**Run 1: metal 1**

The bar under the picture is 20 um long.
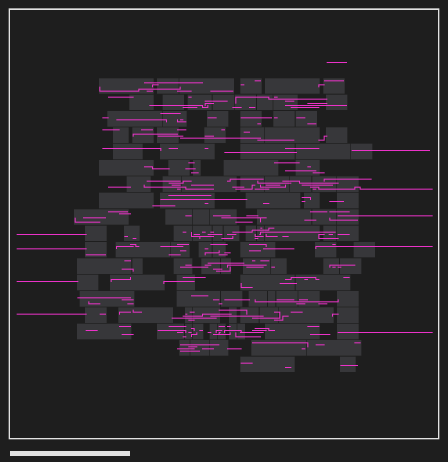
**Run 1: routed metal per tile**

The die is cut into 14 by 14 equal tiles; white is low, dark blue is high, scaled to the fullest tile. Values are wire area over tile area, all layers added.
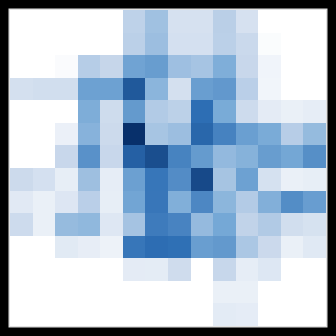
**Run 1: track usage over the die**

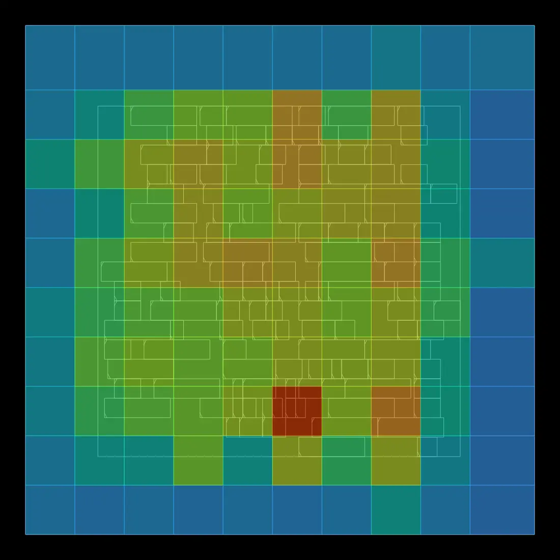
**config.mk**
```make
export PLATFORM = sky130hd
export DESIGN_NAME = source_write_control
export DESIGN_NICKNAME = d
export VERILOG_FILES = /design/src/rtl/cdc_fifo_pkg.sv /design/src/rtl/ptr_sync_2ff.sv /design/src/rtl/source_write_control.sv
export SDC_FILE = /design/constraint.sdc
export NUM_CORES = 1
export LEC_CHECK = 0
export CAP_MARGIN = 10
export CORE_MARGIN = 10
export CORE_UTILIZATION = 46
export DETAILED_ROUTE_END_ITERATION = 7
export GPL_ROUTABILITY_DRIVEN = 0
export PLACE_DENSITY = 0.76
export SYNTH_ARGS = -nofsm -noshare
export SYNTH_HDL_FRONTEND = slang
export SYNTH_SLANG_ARGS = --single-unit
```
**constraint.sdc**
```tcl
create_clock -name clk_s -period 2.8 [get_ports clk_s]
set_input_delay 0.28 -clock clk_s [delete_from_list [all_inputs] [get_ports clk_s]]
set_output_delay 0.28 -clock clk_s [all_outputs]
set_load 0.05 [all_outputs]
```
**src/rtl/cdc_fifo_pkg.sv**
```systemverilog
// Shared definitions for both sides of the dual-clock FIFO. This covers the default
// widths, the pointer type and the Gray/binary conversions.
package cdc_fifo_pkg;
  localparam int CDC_DATA_W = 8;
  localparam int CDC_ADDR_W = 3;
  // The conversion helpers work on this fixed width. Callers zero-extend on the
  // way in and truncate on the way out, so any pointer up to this width can use them.
  localparam int PTR_MAX_W  = 16;

  typedef logic [CDC_ADDR_W:0] ptr_t;

  function automatic logic [PTR_MAX_W-1:0] bin2gray(input logic [PTR_MAX_W-1:0] b);
    return b ^ (b >> 1);
  endfunction

  // Leading zeros in the extended Gray value map to leading zeros in binary,
  // so narrower pointers convert correctly.
  function automatic logic [PTR_MAX_W-1:0] gray2bin(input logic [PTR_MAX_W-1:0] g);
    logic [PTR_MAX_W-1:0] b;
    b[PTR_MAX_W-1] = g[PTR_MAX_W-1];
    for (int i = PTR_MAX_W-2; i >= 0; i--) b[i] = b[i+1] ^ g[i];
    return b;
  endfunction
endpackage

```
**src/rtl/ptr_sync_2ff.sv**
```systemverilog
// Multi-bit flop chain that brings a Gray pointer into the local clock domain.
// It is safe only because the Gray source changes at most one bit per step.
module ptr_sync_2ff #(
  parameter int W   = 4,
  parameter int STG = 2
) (
  input  logic         i_clk,
  input  logic         i_rst_n,
  input  logic [W-1:0] i_d,
  output logic [W-1:0] o_q
);
  logic [STG-1:0][W-1:0] r_stg;

  // Shift the incoming pointer through STG stages.
  always_ff @(posedge i_clk or negedge i_rst_n) begin
    if (!i_rst_n) begin
      r_stg <= '0;
    end else begin
      r_stg[0] <= i_d;
      for (int i = 1; i < STG; i++) r_stg[i] <= r_stg[i-1];
    end
  end

  assign o_q = r_stg[STG-1];
endmodule

```
**src/rtl/source_write_control.sv**
```systemverilog
// Write-side controller of the async FIFO. It accepts writes, drives the storage
// write port and publishes a Gray write pointer. It also computes full,
// almost_full and overflow from the synchronised read pointer. Every output is a flop.
module source_write_control
  import cdc_fifo_pkg::*;
#(
  parameter int DATA_W   = CDC_DATA_W,
  parameter int ADDR_W   = CDC_ADDR_W,
  parameter int AFULL_TH = 6,
  parameter int SYNC_STG = 2
) (
  input  logic              clk_s,
  input  logic              rst_n,
  input  logic              write_signal,
  input  logic [DATA_W-1:0] din,
  input  logic [ADDR_W:0]   read_ptr_gray,
  output logic [ADDR_W:0]   write_ptr_gray,
  output logic              mem_we,
  output logic [ADDR_W-1:0] mem_addr,
  output logic [DATA_W-1:0] mem_wdata,
  output logic              write_permission,
  output logic              full,
  output logic              almost_full,
  output logic              overflow
);
  localparam int PW = ADDR_W + 1;

  logic [PW-1:0]     r_wbin, r_wptr_gray;
  logic              r_we, r_perm, r_full, r_afull, r_ovf;
  logic [ADDR_W-1:0] r_addr;
  logic [DATA_W-1:0] r_wdata;

  logic [PW-1:0] w_rptr_sync, w_rbin_sync, w_wbin_next, w_gray_next, w_occ;
  logic          w_accept, w_full_next, w_afull_next;

  ptr_sync_2ff #(.W(PW), .STG(SYNC_STG)) u_rptr_sync (
    .i_clk   (clk_s),
    .i_rst_n (rst_n),
    .i_d     (read_ptr_gray),
    .o_q     (w_rptr_sync)
  );

  // Accept decision, next pointer and the flag values for the next cycle.
  // Full compares against the pre-advance synchronised read pointer. This is
  // pessimistic, but it never overwrites unread data.
  always_comb begin
    w_accept     = write_signal & ~r_full;
    w_wbin_next  = r_wbin + PW'(w_accept);
    w_gray_next  = PW'(bin2gray(PTR_MAX_W'(w_wbin_next)));
    w_rbin_sync  = PW'(gray2bin(PTR_MAX_W'(w_rptr_sync)));
    w_occ        = w_wbin_next - w_rbin_sync;
    w_full_next  = (w_gray_next ==
                    {~w_rptr_sync[ADDR_W:ADDR_W-1], w_rptr_sync[ADDR_W-2:0]});
    w_afull_next = (w_occ >= PW'(AFULL_TH));
  end

  // Pointer registers; the Gray copy is the only value crossing to the read side.
  always_ff @(posedge clk_s or negedge rst_n) begin
    if (!rst_n) begin
      r_wbin      <= '0;
      r_wptr_gray <= '0;
    end else begin
      r_wbin      <= w_wbin_next;
      r_wptr_gray <= w_gray_next;
    end
  end

  // Storage write port. Address and data hold when nothing is accepted.
  always_ff @(posedge clk_s or negedge rst_n) begin
    if (!rst_n) begin
      r_we    <= 1'b0;
      r_perm  <= 1'b0;
      r_addr  <= '0;
      r_wdata <= '0;
    end else begin
      r_we   <= w_accept;
      r_perm <= w_accept;
      if (w_accept) begin
        r_addr  <= r_wbin[ADDR_W-1:0];
        r_wdata <= din;
      end
    end
  end

  // Status flags. Overflow is sticky until reset.
  always_ff @(posedge clk_s or negedge rst_n) begin
    if (!rst_n) begin
      r_full  <= 1'b0;
      r_afull <= 1'b0;
      r_ovf   <= 1'b0;
    end else begin
      r_full  <= w_full_next;
      r_afull <= w_afull_next;
      r_ovf   <= r_ovf | (write_signal & r_full);
    end
  end

  assign write_ptr_gray   = r_wptr_gray;
  assign mem_we           = r_we;
  assign mem_addr         = r_addr;
  assign mem_wdata        = r_wdata;
  assign write_permission = r_perm;
  assign full             = r_full;
  assign almost_full      = r_afull;
  assign overflow         = r_ovf;
endmodule

```
==> results_slide.txt, run 1 <==
Synthesis and Place & Route Summary

Synth
  • Synth Area in Compound Gates: 0.0208
  • Area share, top type: 0.625
  • Synth cell types: 20
  • Synth top cell by count: dfrtp_1
  • Simple share: 0.0406

Timing
  • Worst Skew: 0.00662 ns
  • Slew headroom: 0.656
  • Final Cycle Share: 0.862
  • Setup TNS: 0 ns

Setup path
  • Slowest cell delay on critical path: 0.39 ns
  • Reg2Reg Depth: 10
  • Top cell family by delay on the critical path: adder cells
  • R2R Setup Slk: 0.39 ns
  • Crit-path most repeated cell: ha_1
  • Crit end category: flip-flop
  • Reg2reg start: full

Placed design
  • Number of port buffers: 34

Power and ir drop
  • P_int: 0.00117 W
  • Peak VDD IR: 0.761 mV

Clock tree
  • Root Driver: clkbuf_4
  • CTS tree: done
  • Clock-pin slew on the worst setup and hold paths: 0.09 ns
  • Post_cts resized: 0
  • Clock Latency Late Sink: 0.32 ns

Global route
  • GRT Residual Overflow: 0
  • Largest net degree at the start of global routing: 31
  • GRT met3 Usage: 0.0432

Routing
  • Iteration-0 DRC Markers: 9
  • Residual DRC: 0
  • Met3 wire length: 148 um

Run status
  • Status: complete, no violations

Die
  • Tap Count: 30

Layout
  • Flop share of the area: 0.459
  • Area-dominant class: flip-flops and latches
  • Multi-input gates: 45
Back to the opening pictures, 'metal 1':
The layer holds 38% of the routed length. The wires run mostly horizontal.
GRT met1 Usage: 0.101
routed wire length: 2.20 mm
Via Count: 737

Back to the opening pictures, 'routed metal per tile':
The mean over all tiles is 0.070. The emptiest ninth of the die: bottom left. 20% of the tiles are over half the peak. 32% of the tiles are nearly empty. The densest ninth of the die: middle.
total track usage: 0.0954
WL per Instance: 14.3 um

Back to the opening pictures, 'track usage over the die':
utilization after layout: 0.660
GRT Max-Usage Layer: met2

**Run 1: metal layers overlaid**

The bar under the picture is 20 um long. Two of the layers only.
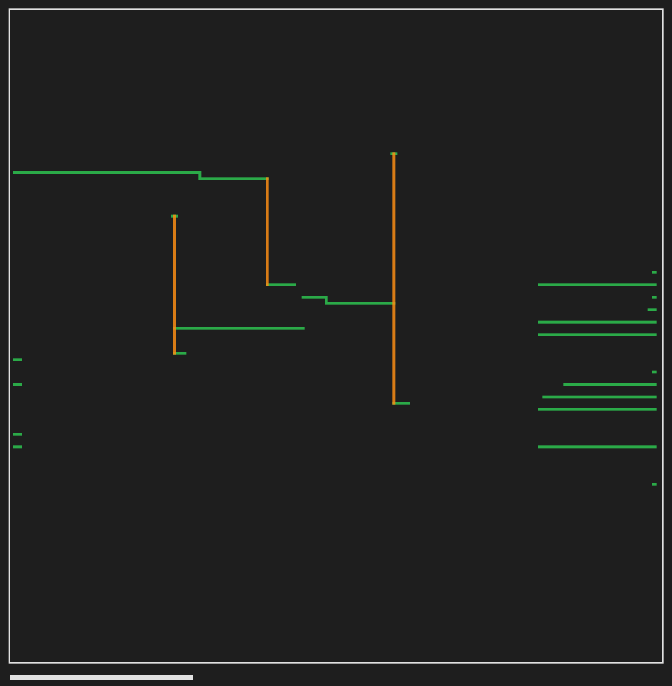

==> inputs of run 2 (changes only) <==
--- a/config.mk
+++ b/config.mk
@@ -7,10 +7,10 @@
 export LEC_CHECK = 0
 export CAP_MARGIN = 10
 export CORE_MARGIN = 10
-export CORE_UTILIZATION = 46
+export CORE_UTILIZATION = 41
 export DETAILED_ROUTE_END_ITERATION = 7
 export GPL_ROUTABILITY_DRIVEN = 0
-export PLACE_DENSITY = 0.76
+export PLACE_DENSITY = 0.71
 export SYNTH_ARGS = -nofsm -noshare
 export SYNTH_HDL_FRONTEND = slang
 export SYNTH_SLANG_ARGS = --single-unit
==> constraint.sdc (replaced) <==
create_clock -name clk_s -period 1.95 [get_ports clk_s]
set_input_delay 0.195 -clock clk_s [delete_from_list [all_inputs] [get_ports clk_s]]
set_output_delay 0.195 -clock clk_s [all_outputs]
set_load 0.05 [all_outputs]
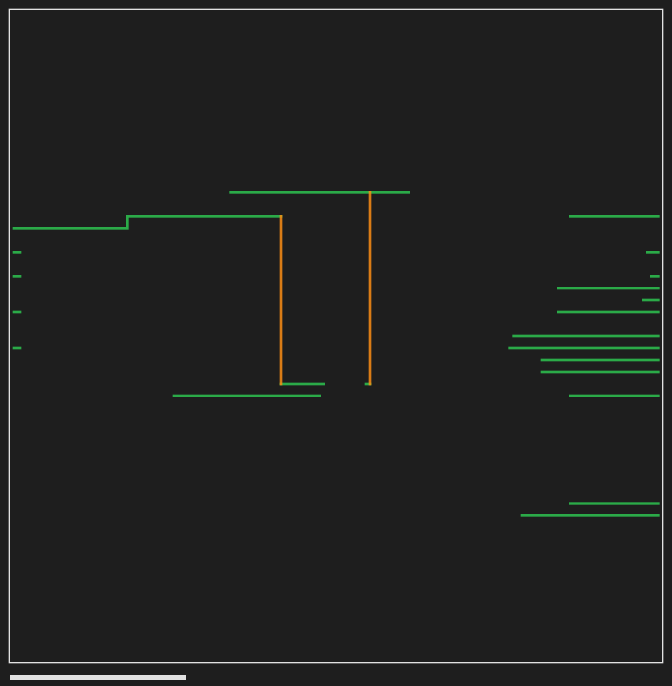
**Above:** run 2 (metal layers overlaid).
The bar under the picture is 20 um long. Two of the layers only.
Key: green = met3 [wire length 208 um]; orange = met4 [wire length 40.8 um]
Via Count: 802
routed wire length: 2.41 mm
total track usage: 0.0855

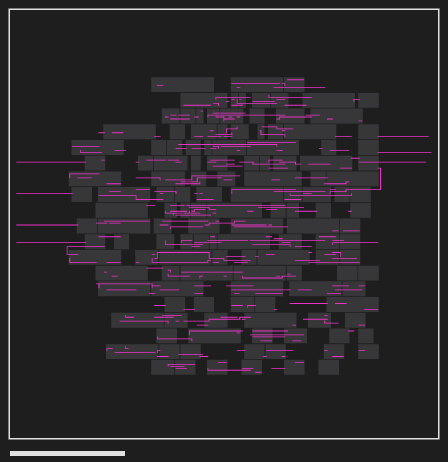
**Above:** run 2 (metal 1).
The bar under the picture is 20 um long.
GRT met1 Usage: 0.0904

==> run 2 against run 1 <==
  * The run now ends with negative setup slack left
  * Register-to-register slack got worse by 0.51 ns
  * First-iteration DRC count rose to 3.6 times the previous value
  * Routed wire length grew 9.6%
  * Utilization is 1.9 points higher
  * Flip-flop count unchanged
==> results_slide.txt, run 2 <==
Synthesis and Place & Route Summary

Synth
  • Area share, top type: 0.625 (unchanged)
  • Post-Synthesis Cells: 83
  • Simple share: 0.0406 (unchanged)
  • Synth cell types: 20 (unchanged)
  • Synth Area in Compound Gates: 0.0208 (unchanged)

Timing
  • Setup ws final: -0.126 ns
  • Slew headroom: 0.619 (-0.0368)
  • Setup violators final: 2
  • Final Cycle Share: 1.06 (+0.203)

Power and ir drop
  • Peak VDD IR: 1.70 mV (+120%)
  • Leakage power: 0.823 nW
  • P_int: 0.00215 W (+83%)

Routing
  • WL per Instance: 14.2 um (-0.75%)
  • Iteration-0 DRC Markers: 32 (+23)
  • Met3 wire length: 208 um (+41%)
  • Avg Vias per Cell: 4.72
  • DRT met1 WL: 931 um
  • Residual DRC: 0 (unchanged)

Setup path
  • Slowest cell delay on critical path: 0.45 ns (+0.06 ns)
  • Reg2Reg Depth: 8 (-2)
  • Crit end category: flip-flop
  • R2R Setup Slk: -0.13 ns (-0.51 ns)

Clock tree
  • Post_cts resized: 4 (+4)
  • Root Driver: clkbuf_4
  • CTS tree: done

Die
  • Tap Count: 31 (+3.3%)

Global route
  • GRT Max-Usage Layer: met2
  • GRT met3 Usage: 0.0465 (+0.00331)

Layout
  • Area-dominant class: flip-flops and latches
  • Signal buffers: 52
  • Multi-input gates: 45 (unchanged)

Run status
  • Status: complete, but fails checks
  • Failing checks: negative setup slack

Placed design
  • DP Area: 1720 um2
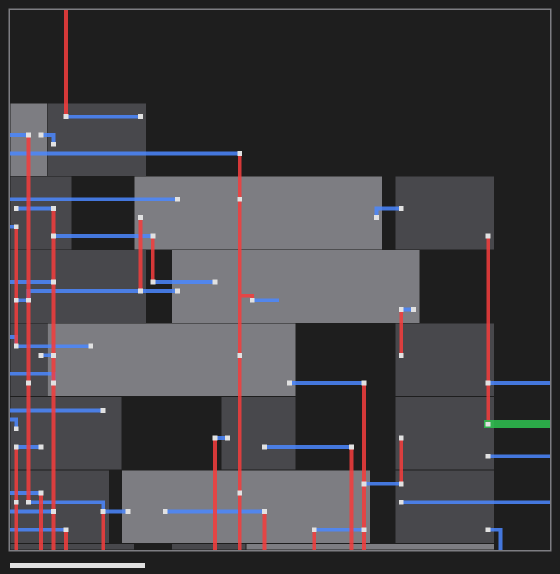
**Above:** run 2 (close-up of the layout).
The bar under the picture is 5 um long. Region (46, 46) to (66, 66) um. Cells in grey, sequential cells in the stronger grey; small squares are vias.
Key: blue = met1; green = met3; red = met2
Most frequent: clkdlybuf4s50_1 (5), dfrtp_1 (4). Sequential cells in the window: 4. Netlist names of flops here include write_ptr_gray (2). 14 logic cells have their middle in the window.

No activity file was given, so power comes from the tool's default toggle rates.
